**src/rtl/sl_preceptron_mem_arb.sv**
```systemverilog
// Two-requester single-port RAM arbiter: host vs perceptron engine, with
// round-robin tie-break and bounded locked bursts.
module sl_preceptron_mem_arb #(
    parameter int unsigned DATA_WIDTH = 8,
    parameter int unsigned ADDR_WIDTH = 6,
    parameter int unsigned MAX_BURST  = 8
) (
    input  logic                  clk,
    input  logic                  rst_n,
    input  logic                  h_req,
    input  logic                  h_we,
    input  logic                  h_lock,
    input  logic [ADDR_WIDTH-1:0] h_addr,
    input  logic [DATA_WIDTH-1:0] h_wdata,
    output logic                  h_gnt,
    output logic                  h_rvalid,
    input  logic                  e_req,
    input  logic                  e_we,
    input  logic                  e_lock,
    input  logic [ADDR_WIDTH-1:0] e_addr,
    input  logic [DATA_WIDTH-1:0] e_wdata,
    output logic                  e_gnt,
    output logic                  e_rvalid,
    output logic [DATA_WIDTH-1:0] rdata,
    output logic                  mem_wen,
    output logic                  mem_ren,
    output logic [ADDR_WIDTH-1:0] mem_addr,
    output logic [DATA_WIDTH-1:0] mem_wdata,
    input  logic [DATA_WIDTH-1:0] mem_rdata
);

    localparam int unsigned       BCNT_W   = 8;
    localparam logic [BCNT_W-1:0] BCNT_MAX = BCNT_W'(MAX_BURST);
    localparam logic [BCNT_W-1:0] BCNT_ONE = BCNT_W'(1);

    typedef enum logic [1:0] {
        ST_IDLE  = 2'd0,
        ST_OWN_H = 2'd1,
        ST_OWN_E = 2'd2
    } state_t;

    state_t            r_state;
    logic              r_rr;
    logic [BCNT_W-1:0] r_bcnt;
    logic              r_h_rvalid;
    logic              r_e_rvalid;

    state_t            w_state_nxt;
    logic              w_rr_nxt;
    logic [BCNT_W-1:0] w_bcnt_nxt;
    logic [BCNT_W-1:0] w_bcnt_inc;
    logic              w_h_gnt;
    logic              w_e_gnt;

    // Grant decision and next-state; grants are forced low while in reset
    always_comb begin
        w_state_nxt = r_state;
        w_rr_nxt    = r_rr;
        w_bcnt_nxt  = r_bcnt;
        w_h_gnt     = 1'b0;
        w_e_gnt     = 1'b0;
        w_bcnt_inc  = (r_bcnt >= BCNT_MAX) ? BCNT_MAX : r_bcnt + BCNT_ONE;

        case (r_state)
            ST_IDLE: begin
                if (h_req && (!e_req || !r_rr)) begin
                    w_h_gnt = 1'b1;
                    if (e_req) w_rr_nxt = 1'b1;
                    if (h_lock) begin
                        w_state_nxt = ST_OWN_H;
                        w_bcnt_nxt  = BCNT_ONE;
                    end
                end else if (e_req) begin
                    w_e_gnt = 1'b1;
                    if (h_req) w_rr_nxt = 1'b0;
                    if (e_lock) begin
                        w_state_nxt = ST_OWN_E;
                        w_bcnt_nxt  = BCNT_ONE;
                    end
                end
            end
            ST_OWN_H: begin
                // A saturated burst yields as soon as the engine asks
                if ((r_bcnt == BCNT_MAX) && e_req) begin
                    w_e_gnt     = 1'b1;
                    w_state_nxt = ST_IDLE;
                    w_rr_nxt    = 1'b1;
                    w_bcnt_nxt  = '0;
                end else if (h_req) begin
                    w_h_gnt    = 1'b1;
                    w_bcnt_nxt = w_bcnt_inc;
                    if (!h_lock || ((w_bcnt_inc == BCNT_MAX) && e_req)) begin
                        w_state_nxt = ST_IDLE;
                        w_rr_nxt    = 1'b1;
                        w_bcnt_nxt  = '0;
                    end
                end else begin
                    w_e_gnt     = e_req;
                    w_state_nxt = ST_IDLE;
                    w_rr_nxt    = 1'b1;
                    w_bcnt_nxt  = '0;
                end
            end
            ST_OWN_E: begin
                if ((r_bcnt == BCNT_MAX) && h_req) begin
                    w_h_gnt     = 1'b1;
                    w_state_nxt = ST_IDLE;
                    w_rr_nxt    = 1'b0;
                    w_bcnt_nxt  = '0;
                end else if (e_req) begin
                    w_e_gnt    = 1'b1;
                    w_bcnt_nxt = w_bcnt_inc;
                    if (!e_lock || ((w_bcnt_inc == BCNT_MAX) && h_req)) begin
                        w_state_nxt = ST_IDLE;
                        w_rr_nxt    = 1'b0;
                        w_bcnt_nxt  = '0;
                    end
                end else begin
                    w_h_gnt     = h_req;
                    w_state_nxt = ST_IDLE;
                    w_rr_nxt    = 1'b0;
                    w_bcnt_nxt  = '0;
                end
            end
            default: begin
                w_state_nxt = ST_IDLE;
                w_bcnt_nxt  = '0;
            end
        endcase

        if (!rst_n) begin
            w_h_gnt = 1'b0;
            w_e_gnt = 1'b0;
        end
    end

    always_ff @(posedge clk or negedge rst_n) begin
        if (!rst_n) begin
            r_state    <= ST_IDLE;
            r_rr       <= 1'b0;
            r_bcnt     <= '0;
            r_h_rvalid <= 1'b0;
            r_e_rvalid <= 1'b0;
        end else begin
            r_state    <= w_state_nxt;
            r_rr       <= w_rr_nxt;
            r_bcnt     <= w_bcnt_nxt;
            r_h_rvalid <= w_h_gnt & ~h_we;
            r_e_rvalid <= w_e_gnt & ~e_we;
        end
    end

    // RAM port steering from whichever side holds the grant
    always_comb begin
        mem_wen   = 1'b0;
        mem_ren   = 1'b0;
        mem_addr  = '0;
        mem_wdata = '0;
        if (w_h_gnt) begin
            mem_wen   = h_we;
            mem_ren   = ~h_we;
            mem_addr  = h_addr;
            mem_wdata = h_wdata;
        end else if (w_e_gnt) begin
            mem_wen   = e_we;
            mem_ren   = ~e_we;
            mem_addr  = e_addr;
            mem_wdata = e_wdata;
        end
    end

    assign h_gnt    = w_h_gnt;
    assign e_gnt    = w_e_gnt;
    assign h_rvalid = r_h_rvalid;
    assign e_rvalid = r_e_rvalid;
    assign rdata    = mem_rdata;

endmodule

```
**config.mk**
```make
export PLATFORM = sky130hd
export DESIGN_NAME = sl_preceptron_mem_arb
export DESIGN_NICKNAME = d
export VERILOG_FILES = /design/src/rtl/sl_preceptron_mem_arb.sv
export SDC_FILE = /design/constraint.sdc
export NUM_CORES = 1
export LEC_CHECK = 0
export CAP_MARGIN = 20
export CORE_ASPECT_RATIO = 1.5
export CORE_UTILIZATION = 41
export CTS_BUF_LIST = sky130_fd_sc_hd__clkbuf_4
export CTS_CLUSTER_SIZE = 16
export DETAILED_ROUTE_END_ITERATION = 6
export PLACE_DENSITY = 0.87
export SKIP_CTS_REPAIR_TIMING = 1
export SLEW_MARGIN = 10
export SYNTH_ARGS = -nofsm -noshare
export SYNTH_HDL_FRONTEND = slang
export SYNTH_SLANG_ARGS = --single-unit
```
**constraint.sdc**
```tcl
create_clock -name clk -period 6.98 [get_ports clk]
set_clock_uncertainty 0.05 [all_clocks]
set_input_delay 1.396 -clock clk [delete_from_list [all_inputs] [get_ports clk]]
set_output_delay 1.396 -clock clk [all_outputs]
set_load 0.1 [all_outputs]
```
==> reports/metrics.csv <==
stage,metric,value,unit
logic_synthesis,unique cell type count in the Yosys netlist,42,
power,post-route total power,0.0006146,W
power,Seq pwr share,17.0,%
logic_synthesis,"XOR Share, Synth",0,%
place,worst setup slack before clock tree synthesis,1624,ps
final_timing,Setup TNS,0,ps
final_timing,Least-Margin Pin Slew,966.4,ps
logic_synthesis,most frequent cells after synthesis,"a32o_1 (15), dfrtp_1 (13), inv_1 (10)",
logic_synthesis,post-synth net total,175,
finish,number of inverters outside the clock class in the layout,11,
clocking,Root Buffer Master,clkbuf_4,
logic_synthesis,"Compound Share, Synth",29.80,%
global_route,routing usage on met3,5.149,%
die,overall die area,3015,sq um
clocking,register clock-pin slew on the reported worst setup and hold paths,80,ps
finish,buffering overhead,31.83,%
power,fraction of power spent switching nets,60.91,%
worst_setup_path,register-to-register path setup slack,4710,ps
logic_synthesis,Top-area cell share,28.38,%
finish,top logic cells by instance count in the layout,"clkdlybuf4s50_1 (37), buf_4 (19), a32o_1 (15)",
final_timing,final-report setup violation count,0,
logic_synthesis,post-synthesis adder-cell area fraction,7.642,%
worst_setup_path,beginning of the worst register-to-register path,r_bcnt[5],
status,result of the run,"complete, no violations",
power,Combinational Power Share,74.7,%
worst_setup_path,category of the worst setup path capture point,output pin,
die,number of standard-cell rows in the floorplan,23,
finish,final-layout clock-cell area share,1.863,%
worst_setup_path,startpoint class of the critical path,input port,
logic_synthesis,cell type with the largest total area after synthesis,dfrtp_1,
finish,number of non-clock buffers in the layout,56,
finish,nets@finish,219,
logic_synthesis,most common cell in the netlist,a32o_1,
logic_synthesis,Ys Warns,0,
global_route,most used routing layer in global routing,met2,
route,detailed-route wire length on metal 1,1168,um
clocking,number of buffers between clock root and the deepest sink,2,
finish,area occupied by multi-input gates,655.6,sq um
power,total net switching power,0.0003744,W
logic_synthesis,area of the synthesized netlist per yosys stat,1146,sq um
route,wire length on met3,317,um
final_timing,final count of hold timing violations,0,
final_timing,period utilization,75.80,%
die,initial core utilization,42.82,%
global_route,routing usage on met2,43.30,%
logic_synthesis,post-synthesis cell count from yosys,124,
worst_setup_path,required time worst endpoint,5530,ps
finish,register ranked first by flip-flop count,r_bcnt,
finish,biggest regs,"r_bcnt: 8 flops, r_state: 2 flops",
worst_setup_path,launching instance or port of the critical path,rst_n,
global_route,grt ovf,0,
power,Pwr per Cell Area,381.4,nW/um^2
finish,n_diodes,0,
global_route,pin count of the biggest net entering global routing,19,
route,wire length on met2,1820,um
final_timing,normalized max-slew margin,35.37,%
logic_synthesis,Synth Area per Inst,9.243,sq um
worst_setup_path,"slowest stage delay, CP",850,ps
global_route,GR Layer Usage met1,19.52,%
global_route,first-pass GRT wire length,4685,um
logic_synthesis,"mux frac, synth",3.712,%
power,internal portion of total power,0.0002402,W
clocking,Latency at later pin,280,ps
finish,Synth-to-Final Area Change,40.61,%
power,Clk power,0.0000510,W
route,Pre-Repair DR Iteration Count,4,
worst_setup_path,worst setup path endpoint,mem_wdata[1],
clocking,H-tree Lvls,1,
worst_setup_path,path depth of the worst reg2reg path,5,
route,Iter 0 DRT Violations,33,
final_timing,unrepaired setup endpoints after global routing,false,
logic_synthesis,flip-flop and latch count after synthesis,13,
logic_synthesis,count of library flops with an enable pin,0,
power,portion of total power attributed to the clock network,8.3,%
worst_setup_path,crit path max-delay cell type,clkdlybuf4s50_1,
worst_setup_path,critical path arrival,3840,ps
finish,final cell count without fillers,204,
logic_synthesis,part of the Yosys area used for sequential elements,28.38,%
place,DP Wirelength,2671,um
min_path,Worst Hold Class,register to register,
logic_synthesis,"Simple Share, Synth",16.05,%
place,instance count after placement with tap cells included,200,
final_timing,worst hold slack after final layout,442.2,ps
clocking,sinks on the clock net,13,
logic_synthesis,post-synthesis instance area,1146,sq um
finish,count of fill cells added during filler insertion,243,
final_timing,fin. max-slew vios,0,
flow_run,count of tool warnings,31,
power,largest power group,combinational cells,
global_route,antenna violations before repair,0,
finish,sequential fraction of total cell area,20.19,%
logic_synthesis,Top logic family,AND-OR/OR-AND gates,
worst_setup_path,count of buffering cells on the critical path with inverters included,2,
die,placeable core region,2676,sq um
die,die boundary height,66.76,um
worst_setup_path,"Largest delay share family, worst path",buffers and inverters,
power,worst supply voltage drop on vdd,0.2066,mV
final_timing,min Tclk post-route,5291,ps
flow_run,Max Cap Violations,0,
worst_setup_path,stages on the worst setup path,7,
logic_synthesis,dominant register cell,dfrtp_1,
worst_setup_path,cell breakdown of the critical path,clkdlybuf4s50_1 -> nand3b_1 -> a2111oi_2 -> a211oi_4 -> nor2_4 -> a32o_1 -> buf_4,
finish,ratio of cells with drive above 1 in the final layout,17.37,%
finish,combinational share of cell area,40.68,%
worst_setup_path,maximum fanout count along the critical path,15,
die,count of inserted tapcells,37,
final_timing,Max Freq,189.0,MHz
min_path,start point of the worst hold path,r_bcnt[4],
finish,number of flip-flops under the largest register name,8,
route,highest metal layer used by the detailed router,met4,
power,leak pwr,0.7292,nW
min_path,Hold Crit Depth,1,
route,remaining antenna violation count after routing,0,
die,Die W,45.17,um
route,Avg Vias per Cell,5.799,
### Wires at chosen ports, followed through buffers

Scale bar: 10 um.
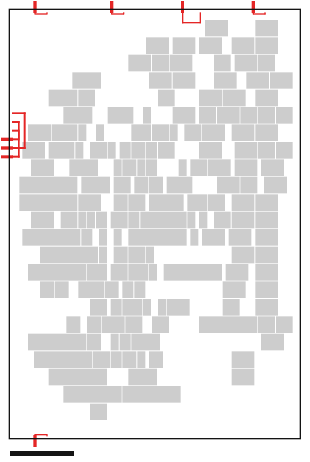
[red] mem_rdata | bits: 8 | direction: input | end cells: 0 | wire: 34.1 um
boundary pin count: 72
total of buffers placed on input and output ports: 55

### Congestion heat map

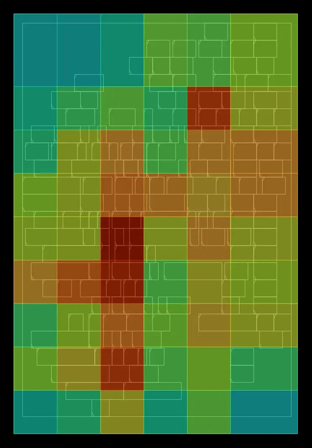
utilization of the core after routing: 60.22%
average wire per standard cell: 16.48 um

### Wiring by layer

Only two layers are drawn.
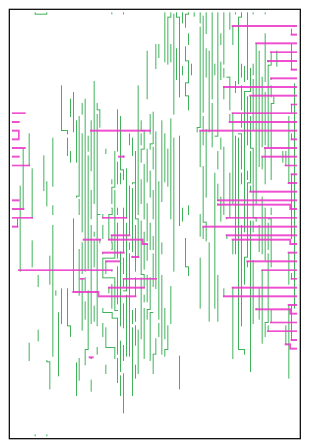
[magenta] M3 | wire length: 317 um
[green] M2 | wire length: 1820 um
total via count after detailed routing: 1183
Overall Global Routing Usage: 21.66%
sum of routed wire length over all layers: 3361 um

### Sequential cells grouped by signal name

Scale bar: 10 um. Other sequential cells in the stronger grey, the rest of the logic in the fainter grey.
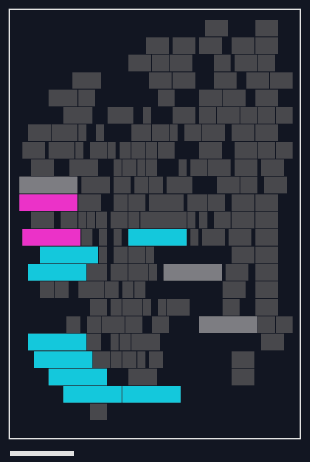
[cyan] r_bcnt | sequential cells: 8 | where: south-west
[magenta] r_state | sequential cells: 2
area of all sequential standard cells: 325.3 sq um
reported sequential group power: 0.000104 W

No activity file was given, so power comes from the tool's default toggle rates.
